--- src/rtl/sys_ctrl.sv ---
// Command controller between the UART byte stream and the register file / ALU.
// Parses command frames, issues RF and ALU strobes, and streams results back to the transmitter.
//
// state     | meaning
// S_IDLE    | waiting for a command byte
// S_WR_ADDR | RF write: waiting for the address byte
// S_WR_DATA | RF write: waiting for the data byte
// S_RD_ADDR | RF read: waiting for the address byte
// S_RD_WAIT | RF read issued, waiting for RdData_Valid
// S_ALU_A   | ALU with operands: waiting for operand A
// S_ALU_B   | ALU with operands: waiting for operand B
// S_ALU_FUN | waiting for the ALU function byte
// S_ALU_WAIT| ALU running, waiting for ALU_OUT_VALID
// S_TX_B0   | sending the low (or only) response byte
// S_TX_B1   | sending the high response byte

module sys_ctrl #(
    parameter int WIDTH         = 8,
    parameter int ADDR_WIDTH    = 4,
    parameter int ALU_OUT_WIDTH = 16
) (
    input  logic                     CLK,
    input  logic                     RST,
    input  logic [WIDTH-1:0]         RX_P_DATA,
    input  logic                     RX_D_VALID,
    output logic                     WrEn,
    output logic                     RdEn,
    output logic [ADDR_WIDTH-1:0]    Address,
    output logic [WIDTH-1:0]         WrData,
    input  logic [WIDTH-1:0]         RdData,
    input  logic                     RdData_Valid,
    output logic                     ALU_EN,
    output logic [3:0]               ALU_FUN,
    output logic                     CLK_GATE_EN,
    input  logic [ALU_OUT_WIDTH-1:0] ALU_OUT,
    input  logic                     ALU_OUT_VALID,
    output logic [WIDTH-1:0]         TX_P_DATA,
    output logic                     TX_D_VALID,
    input  logic                     TX_BUSY
);

    localparam logic [WIDTH-1:0] CMD_RF_WR   = WIDTH'(8'hAA);
    localparam logic [WIDTH-1:0] CMD_RF_RD   = WIDTH'(8'hBB);
    localparam logic [WIDTH-1:0] CMD_ALU_OP  = WIDTH'(8'hCC);
    localparam logic [WIDTH-1:0] CMD_ALU_NOP = WIDTH'(8'hDD);

    typedef enum logic [3:0] {
        S_IDLE,
        S_WR_ADDR,
        S_WR_DATA,
        S_RD_ADDR,
        S_RD_WAIT,
        S_ALU_A,
        S_ALU_B,
        S_ALU_FUN,
        S_ALU_WAIT,
        S_TX_B0,
        S_TX_B1
    } state_t;

    // Per-byte transmit handshake: send, then see busy rise, then see busy fall.
    typedef enum logic [1:0] {
        TXP_SEND,
        TXP_BUSY_HI,
        TXP_BUSY_LO
    } tx_phase_t;

    state_t                   r_state;
    tx_phase_t                r_tx_phase;
    logic [ADDR_WIDTH-1:0]    r_addr;
    logic [ALU_OUT_WIDTH-1:0] r_resp;
    logic                     r_two_byte;

    logic                     r_wr_en;
    logic                     r_rd_en;
    logic [ADDR_WIDTH-1:0]    r_address;
    logic [WIDTH-1:0]         r_wr_data;
    logic                     r_alu_en;
    logic [3:0]               r_alu_fun;
    logic                     r_gate_en;
    logic [WIDTH-1:0]         r_tx_data;
    logic                     r_tx_valid;

    always_ff @(posedge CLK or negedge RST) begin
        if (!RST) begin
            r_state    <= S_IDLE;
            r_tx_phase <= TXP_SEND;
            r_addr     <= '0;
            r_resp     <= '0;
            r_two_byte <= 1'b0;
            r_wr_en    <= 1'b0;
            r_rd_en    <= 1'b0;
            r_address  <= '0;
            r_wr_data  <= '0;
            r_alu_en   <= 1'b0;
            r_alu_fun  <= '0;
            r_gate_en  <= 1'b0;
            r_tx_data  <= '0;
            r_tx_valid <= 1'b0;
        end else begin
            r_wr_en    <= 1'b0;
            r_rd_en    <= 1'b0;
            r_alu_en   <= 1'b0;
            r_tx_valid <= 1'b0;

            case (r_state)
                S_IDLE: begin
                    if (RX_D_VALID) begin
                        case (RX_P_DATA)
                            CMD_RF_WR:   r_state <= S_WR_ADDR;
                            CMD_RF_RD:   r_state <= S_RD_ADDR;
                            CMD_ALU_OP:  r_state <= S_ALU_A;
                            CMD_ALU_NOP: r_state <= S_ALU_FUN;
                            default:     r_state <= S_IDLE;
                        endcase
                    end
                end

                S_WR_ADDR: begin
                    if (RX_D_VALID) begin
                        r_addr  <= RX_P_DATA[ADDR_WIDTH-1:0];
                        r_state <= S_WR_DATA;
                    end
                end

                S_WR_DATA: begin
                    if (RX_D_VALID) begin
                        r_wr_en   <= 1'b1;
                        r_address <= r_addr;
                        r_wr_data <= RX_P_DATA;
                        r_state   <= S_IDLE;
                    end
                end

                S_RD_ADDR: begin
                    if (RX_D_VALID) begin
                        r_rd_en   <= 1'b1;
                        r_address <= RX_P_DATA[ADDR_WIDTH-1:0];
                        r_state   <= S_RD_WAIT;
                    end
                end

                S_RD_WAIT: begin
                    if (RdData_Valid) begin
                        r_resp     <= ALU_OUT_WIDTH'(RdData);
                        r_two_byte <= 1'b0;
                        r_tx_phase <= TXP_SEND;
                        r_state    <= S_TX_B0;
                    end
                end

                // Operands land in RF locations 0 and 1, where the ALU reads them.
                S_ALU_A: begin
                    if (RX_D_VALID) begin
                        r_wr_en   <= 1'b1;
                        r_address <= '0;
                        r_wr_data <= RX_P_DATA;
                        r_state   <= S_ALU_B;
                    end
                end

                S_ALU_B: begin
                    if (RX_D_VALID) begin
                        r_wr_en   <= 1'b1;
                        r_address <= ADDR_WIDTH'(1);
                        r_wr_data <= RX_P_DATA;
                        r_state   <= S_ALU_FUN;
                    end
                end

                S_ALU_FUN: begin
                    if (RX_D_VALID) begin
                        r_alu_en  <= 1'b1;
                        r_alu_fun <= RX_P_DATA[3:0];
                        r_gate_en <= 1'b1;
                        r_state   <= S_ALU_WAIT;
                    end
                end

                S_ALU_WAIT: begin
                    if (ALU_OUT_VALID) begin
                        r_resp     <= ALU_OUT;
                        r_two_byte <= 1'b1;
                        r_gate_en  <= 1'b0;
                        r_tx_phase <= TXP_SEND;
                        r_state    <= S_TX_B0;
                    end
                end

                S_TX_B0, S_TX_B1: begin
                    case (r_tx_phase)
                        TXP_SEND: begin
                            if (!TX_BUSY) begin
                                r_tx_valid <= 1'b1;
                                r_tx_data  <= (r_state == S_TX_B0) ? r_resp[WIDTH-1:0]
                                                                   : r_resp[ALU_OUT_WIDTH-1:WIDTH];
                                r_tx_phase <= TXP_BUSY_HI;
                            end
                        end
                        TXP_BUSY_HI: begin
                            if (TX_BUSY) begin
                                r_tx_phase <= TXP_BUSY_LO;
                            end
                        end
                        TXP_BUSY_LO: begin
                            if (!TX_BUSY) begin
                                r_tx_phase <= TXP_SEND;
                                if (r_state == S_TX_B0 && r_two_byte) begin
                                    r_state <= S_TX_B1;
                                end else begin
                                    r_state <= S_IDLE;
                                end
                            end
                        end
                        default: r_tx_phase <= TXP_SEND;
                    endcase
                end

                default: r_state <= S_IDLE;
            endcase
        end
    end

    assign WrEn        = r_wr_en;
    assign RdEn        = r_rd_en;
    assign Address     = r_address;
    assign WrData      = r_wr_data;
    assign ALU_EN      = r_alu_en;
    assign ALU_FUN     = r_alu_fun;
    assign CLK_GATE_EN = r_gate_en;
    assign TX_P_DATA   = r_tx_data;
    assign TX_D_VALID  = r_tx_valid;

    // Strobes that must never overlap on the shared RF/ALU side.
    assert property (@(posedge CLK) disable iff (!RST) !(r_wr_en && r_rd_en));
    assert property (@(posedge CLK) disable iff (!RST) !(r_wr_en && r_alu_en));

endmodule
--- config.mk ---
export PLATFORM = sky130hd
export DESIGN_NAME = sys_ctrl
export DESIGN_NICKNAME = d
export VERILOG_FILES = /design/src/rtl/sys_ctrl.sv
export SDC_FILE = /design/constraint.sdc
export NUM_CORES = 1
export LEC_CHECK = 0
export CAP_MARGIN = 25
export CORE_ASPECT_RATIO = 0.7
export CORE_MARGIN = 8
export CORE_UTILIZATION = 40
export DETAILED_ROUTE_END_ITERATION = 12
export PLACE_DENSITY = 0.74
export RECOVER_POWER = 50
export REMOVE_ABC_BUFFERS = 1
export SLEW_MARGIN = 40
export SYNTH_ARGS = -nofsm -noshare
export SYNTH_HDL_FRONTEND = slang
export SYNTH_SLANG_ARGS = --single-unit
--- constraint.sdc ---
create_clock -name CLK -period 2.1 [get_ports CLK]
set_input_delay 0.42 -clock CLK [delete_from_list [all_inputs] [get_ports CLK]]
set_output_delay 0.42 -clock CLK [all_outputs]
set_load 0.01 [all_outputs]
==> qor.yml, run 1 <==
fmax_mhz: 511.9
synth_area_per_cell_um2: 11.39
min_from: "TX_P_DATA[2]"
finalSetupViolCount: 0
path_cells: "clkdlybuf4s50_1, or4bb_1, a2111oi_0, a311oi_1, mux2i_1"
yosysWarnings: 0
max_slew.worst_pin.slew_ns: 1.370
cts-root-buf: "clkbuf_8"
place_congestion: 0.8486
cpPeakStageDelay_ns: 0.52
globalRouteOverflowTotal: 0
required_ns: 2.34
cp_top_family: "AND-OR/OR-AND gates"
ys.flop_type: "dfrtp_1"
initCoreUtil: 0.4053
grt_pass1_vias: 2181
die_w_um: 114.0
finClkSkew_ns: 0.005897
grt_max_degree: 57
vias_per_cell: 5.086
power.internal_mw: 2.866
syn2layout_area_growth_pct: 37.24
path_clk_slew_ns: 0.10
synth-async-reset-ratio: 1.000
max_cap_violations: 0
crit_path_start: "RX_P_DATA[6]"
ant_nets: 0
drc: 0
r2r_start: "r_state[0]"
netlist_area_um2: 2688
wl_per_cell_um: 15.95
p_clk_frac: 0.137
lay_top_count: "clkdlybuf4s50_1"
insertion_delay_ns: 0.30
p_comb_frac: 0.459
p_per_area_nw_per_um2: 1189
synthCells: 236
cp-start-kind: "primary input"
top_usage_layer: "met2"
grt_pass1_wl_um: 11140
drv_slew: 0
fin_crit_ns: 1.953
critPathMaxFanout: 3
outcome: "complete, no violations"
ys_cells: 236
ios: 67
switching_share: 0.3463
drive_gt1_frac: 0.1804
cts_hold_buf: 0
p_seq_frac: 0.403
die-area_um2: 9640
diodes: 0
finalClockPeriodUsage: 0.9302
grt_setup_unrepaired: "false"
cts_max_path_buffers: 2
max-slew-margin-rel: 0.08686
first_pass_iters: 4
edf_count: 0
switching_power_mw: 1.519
cts_tree: "built"
hp-class: "register to register"
cts.htree.levels: 2
io_buffers: 66
log.warning_count: 25
max-vdd-ir-drop_uv: 458.4
power_leakage_nw: 1.530
drtIter0Drc: 88
dp_hpwl_um: 5059
ys_seq_share: 0.5214
crit_type: "primary input to register"
cp_data_arrival_time_ns: 2.19
cp-end-kind: "register"
hold_viol: 0
ys.flops: 56
crit_buf_inv: 1
die_y_um: 84.58
coreArea_um2: 6631
nFillCells: 625
critPathSlowestCell: "or4bb_1"
antenna_found_initial: 0
postCtsSetupBuffers: 0
synth_cell_type_count: 46
cts_buffers: 5
cts_num_sinks: 56
nets: 364
place_ws_ns: -0.1370
rows: 25
layout_top_cells: "59 x clkdlybuf4s50_1, 56 x dfrtp_1, 23 x nor2_1"
postCtsResizedCells: 0
grtUsageTotal: 0.1429
layout_setup_ws_ns: 0.1466
synth_chip_area_um2: 2688
hold-worst-slack_ns: 0.4792
run 1: worst min-delay path, cell delays in order, from the launching register on:
cell	delay, ns
dfrtp_1	0.35
nand2_1	0.04
o21ai_0	0.06
run 1: synthesized netlist by cell type, types with 2 or more instances:
library cell  count  area, um^2
o31ai_1           2       15.01
xor2_1            3       26.28
a21oi_1          13       65.06
mux2_2           17       191.4
nor2_2            2       12.51
nand4b_1          2       17.52
inv_1             4       15.01
nor3b_2           2       25.02
nand2b_1          5       31.28
dfrtp_1          56        1401
nand2_1          18       67.56
a31oi_1           5       31.28
nand3b_1          3       22.52
mux2i_1          17       170.2
and2_1            2       12.51
nor2_1           23       86.33
buf_2             4       20.02
a22o_1           10       87.58
nor2b_1           3       18.77
buf_6             4       45.04
a21oi_2           3       26.28
o21ai_0          13       65.06
clkbuf_1          2       7.510
run 1: per-layer routing:
metal	vias up	share of wire
met5	-	0
met2	51	0.47
met4	0	0.010
met1	1046	0.47
li1	1038	-
met3	6	0.043
run 1: cells by family after synthesis:
group	synth area share
compound gates	0.1639
xor+xnor	0.009778
buf+inv	0.03259
flops	0.5214
mux	0.1345
simple gates	0.1378
run 1: state kept, by name, summed over array words and instances (netlist names):
name and flops:
r_resp 16, TX_P_DATA 8, WrData 8, ALU_FUN 4, Address 4, r_addr 4, r_state 4, r_tx_phase 2
ALU_EN 1, CLK_GATE_EN 1, RdEn 1, TX_D_VALID 1, WrEn 1, r_two_byte 1
run 1: layout make-up:
cell class	instances	area, um^2	share of cell area
clock buffers	8	90.09	0.02442
multi-input cells	166	1199	0.3250
repair buffers	93	865.8	0.2347
well taps	94	117.6	0.03189
flip-flops and latches	56	1401	0.3799
inverters	4	15.01	0.004071
run 1: final timing paths:
| path | to | slack [ns] | depth (start not counted) |
|---|---|---|---|
| setup / recovery | r_state[1] | 0.15 | 5 |
| hold / removal | TX_P_DATA[2] | 0.48 | 2 |
| setup reg to reg | r_state[0] | 0.27 | 4 |
| hold reg to reg | TX_P_DATA[2] | 0.48 | 2 |
| max in group asynchronous | CLK_GATE_EN | 0.79 | 2 |
| min in group asynchronous | TX_P_DATA[2] | 0.51 | 2 |
run 1: per-stage QoR:
step                area (um^2)  total power [mW]  std cells  setup TNS (ns)    util
floorplan                  2615             2.847        226               0       -
global placement           3616             3.781        413        -0.01538  0.5453
detailed placement         3616             3.850        413         -0.1370  0.5453
CTS                        3706             4.463        421               0  0.5589
global route               3689             4.702        421               0  0.5562
finish                     3689             4.385        421               0  0.5562
run 1: power by group through the flow:
stage | sequential [mW] | combinational [mW] | clock [mW]
2_1_floorplan | 1.87 | 0.974 | 0
3_3_place_gp | 1.77 | 2.01 | 0
3_5_place_dp | 1.79 | 2.06 | 0
4_1_cts | 1.77 | 2.06 | 0.628
5_1_grt | 1.83 | 2.20 | 0.674
6_report | 1.77 | 2.01 | 0.602
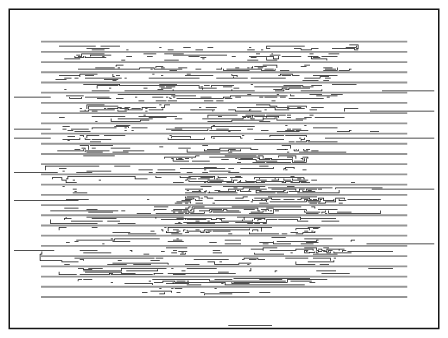
**Above:** run 1 (signal wires on met1).
Supply wires on this layer in gray.
nets with wire on the layer: 330
share of all routed wire: 47%
longest straight run: 34.5 um
wire length on this layer: 3190 um
main direction: horizontal
total wire length: 6714 um
GR Util met1: 0.1901
routed vias: 2141

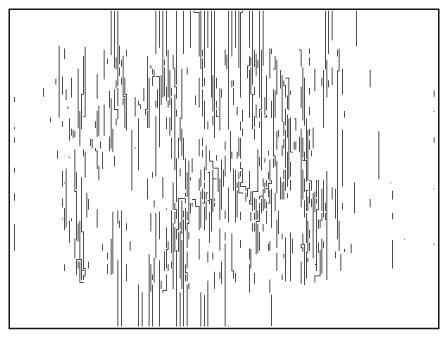
**Above:** run 1 (signal wires on met2).
share of all routed wire: 47%
longest straight run: 44.7 um
main direction: vertical
nets with wire on the layer: 319
routing usage on met2: 0.2248

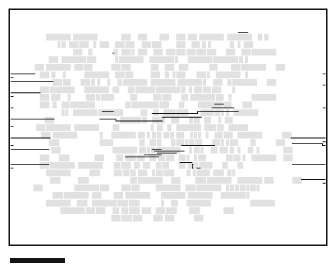
**Above:** run 1 (signal wires on met3).
Bar = 20 um.
longest straight run: 16.8 um
main direction: horizontal
share of all routed wire: 4.3%
wire length on this layer: 288 um
GR Util met3: 0.03295

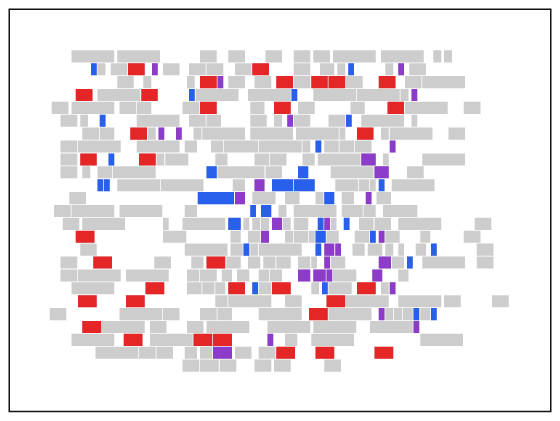
**Above:** run 1 (logic cells by family).
| family | color | cells |
|---|---|---|
| nor cells | blue | 32 |
| nand cells | purple | 30 |
| mux cells | red | 34 |

==> run 2: changes to the inputs <==
--- a/config.mk
+++ b/config.mk
@@ -5,7 +5,7 @@
 export SDC_FILE = /design/constraint.sdc
 export NUM_CORES = 1
 export LEC_CHECK = 0
-export CAP_MARGIN = 25
+export CAP_MARGIN = 20
 export CORE_ASPECT_RATIO = 0.7
 export CORE_MARGIN = 8
 export CORE_UTILIZATION = 40
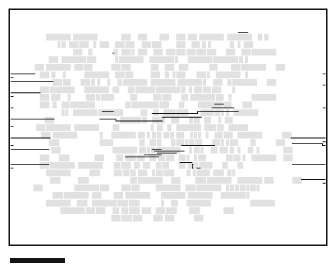
**Above:** run 2 (signal wires on met3).
Bar = 20 um.
nets with wire on the layer: 35
longest straight run: 16.8 um
main direction: horizontal
share of all routed wire: 4.3%
wire length on this layer: 288 um

==> qor.yml, run 2 <==
hold_viol: 0
top_cell_area_share: 0.5214
rows: 25
common_cells: "56 x dfrtp_1, 23 x nor2_1, 18 x nand2_1"
lay_top_count: "clkdlybuf4s50_1"
fin_crit_ns: 1.953
cp_data_arrival_time_ns: 2.19
synth_area_per_cell_um2: 11.39
synthCells: 236
die_y_um: 84.58
dp_hpwl_um: 5059
path_clk_slew_ns: 0.10
required_ns: 2.34
power_leakage_nw: 1.530
synth-async-reset-ratio: 1.000
diodes: 0
max-slew-margin-rel: 0.08686
grt_max_degree: 57
hp-class: "register to register"
drtIter0Drc: 88
netlist_area_um2: 2688
syn2layout_area_growth_pct: 37.24
coreArea_um2: 6631
vias_per_cell: 5.086
p_comb_frac: 0.459
largest_reg_flops: 16
ys.flop_type: "dfrtp_1"
max-vdd-ir-drop_uv: 458.4
most_common_cell: "dfrtp_1"
crit_type: "primary input to register"
via_count: 2141
cts.htree.levels: 2
synth_area_leader_cell: "dfrtp_1"
nets: 364
cts-root-buf: "clkbuf_8"
wl_per_cell_um: 15.95
ys_seq_share: 0.5214
critPathMaxFanout: 3
cts_buffers: 5
globalRouteOverflowTotal: 0
place_congestion: 0.8486
outcome: "complete, no violations"
log.warning_count: 25
routed_wl_um: 6714
ant_nets: 0
antenna_found_initial: 0
postCtsResizedCells: 0
cts_num_sinks: 56
switching_power_mw: 1.519
max_cap_violations: 0
io_buffers: 66
cts_hold_buf: 0
die_w_um: 114.0
edf_count: 0
cts_tree: "built"
ios: 67
layout_top_cells: "59 x clkdlybuf4s50_1, 56 x dfrtp_1, 23 x nor2_1"
cp-start-kind: "primary input"
synth_cell_type_count: 46
cp-end-kind: "register"
synth_chip_area_um2: 2688
ys_top_cells_by_area: "dfrtp_1 52%, mux2_2 7.1%, mux2i_1 6.3%, a22o_1 3.3%, nor2_1 3.2%"
p_seq_frac: 0.403
finalSetupViolCount: 0
ys_cells: 236
power.internal_mw: 2.866
top_register: "r_resp"
hold-worst-slack_ns: 0.4792
ys.flops: 56
insertion_delay_ns: 0.30
grt_pass1_wl_um: 11140
initCoreUtil: 0.4053
p_clk_frac: 0.137
yosysWarnings: 0
p_per_area_nw_per_um2: 1189
switching_share: 0.3463
first_pass_iters: 4
power_mw: 4.385
die-area_um2: 9640
grtUsageTotal: 0.1429
run 2: cell counts after synthesis:
No cell type changed its count.
run 2: critical path: stages:
cell and delay, ns:
clkdlybuf4s50_1 0.48, or4bb_1 0.52, a2111oi_0 0.46, a311oi_1 0.17, mux2i_1 0.14
run 2: area by class of cell:
type                       instances  area, um^2
fill                             625        2943
sequential                        56        1401
multi-input combinational        166        1199
timing repair buffer              93       865.8
tap                               94       117.6
clock buffer                       8       90.09
inverter                           4       15.01
run 2: cell families after synthesis:
kind of cell | Yosys count | share of synthesized area
AOI/OAI and AO/OA | 61 | 0.1639
DFF | 56 | 0.5214
xor gates and xnor gates | 3 | 0.009778
muxes | 34 | 0.1345
buffers and inverters | 14 | 0.03259
and+or+nand+nor | 68 | 0.1378
run 2: worst paths after layout:
path / cells past startpoint / endpoint / slack [ns] / startpoint
min: 2 / TX_P_DATA[2] / 0.48 / TX_P_DATA[2]
min reg2reg: 2 / TX_P_DATA[2] / 0.48 / TX_P_DATA[2]
max: 5 / r_state[1] / 0.15 / RX_P_DATA[6]
max reg2reg: 4 / r_state[0] / 0.27 / r_state[0]
max in group asynchronous: 2 / CLK_GATE_EN / 0.79 / RST
min in group asynchronous: 2 / TX_P_DATA[2] / 0.51 / RST
run 2: per-stage QoR:
stage	area [um^2]	TNS, ns	instances	setup slack (ns)	utilization
after detailed placement	3616	-0.1370	413	-0.1370	0.5453
final	3689	0	421	0.1466	0.5562
after global placement	3616	-0.01538	413	-0.01538	0.5453
after floorplan	2615	0	226	0.1829	-
after global routing	3689	0	421	0.1087	0.5562
after CTS	3706	0	421	0.1736	0.5589
run 2: power groups by stage:
stage | registers [mW] | logic (mW) | clock network [mW]
global placement | 1.77 | 2.01 | 0
floorplan | 1.87 | 0.974 | 0
detailed placement | 1.79 | 2.06 | 0
global route | 1.83 | 2.20 | 0.674
finish | 1.77 | 2.01 | 0.602
CTS | 1.77 | 2.06 | 0.628
run 2: routing by layer:
layer | wire, um | up-vias | GRT usage
li1 | - | 1038 | -
met5 | 0 | - | 0
met1 | 3188 | 1046 | 0.1901
met2 | 3169 | 51 | 0.2248
met4 | 68 | 0 | 0.04332
met3 | 287 | 6 | 0.03295
Power figures rest on the tool's default switching activity, not on a simulated workload.
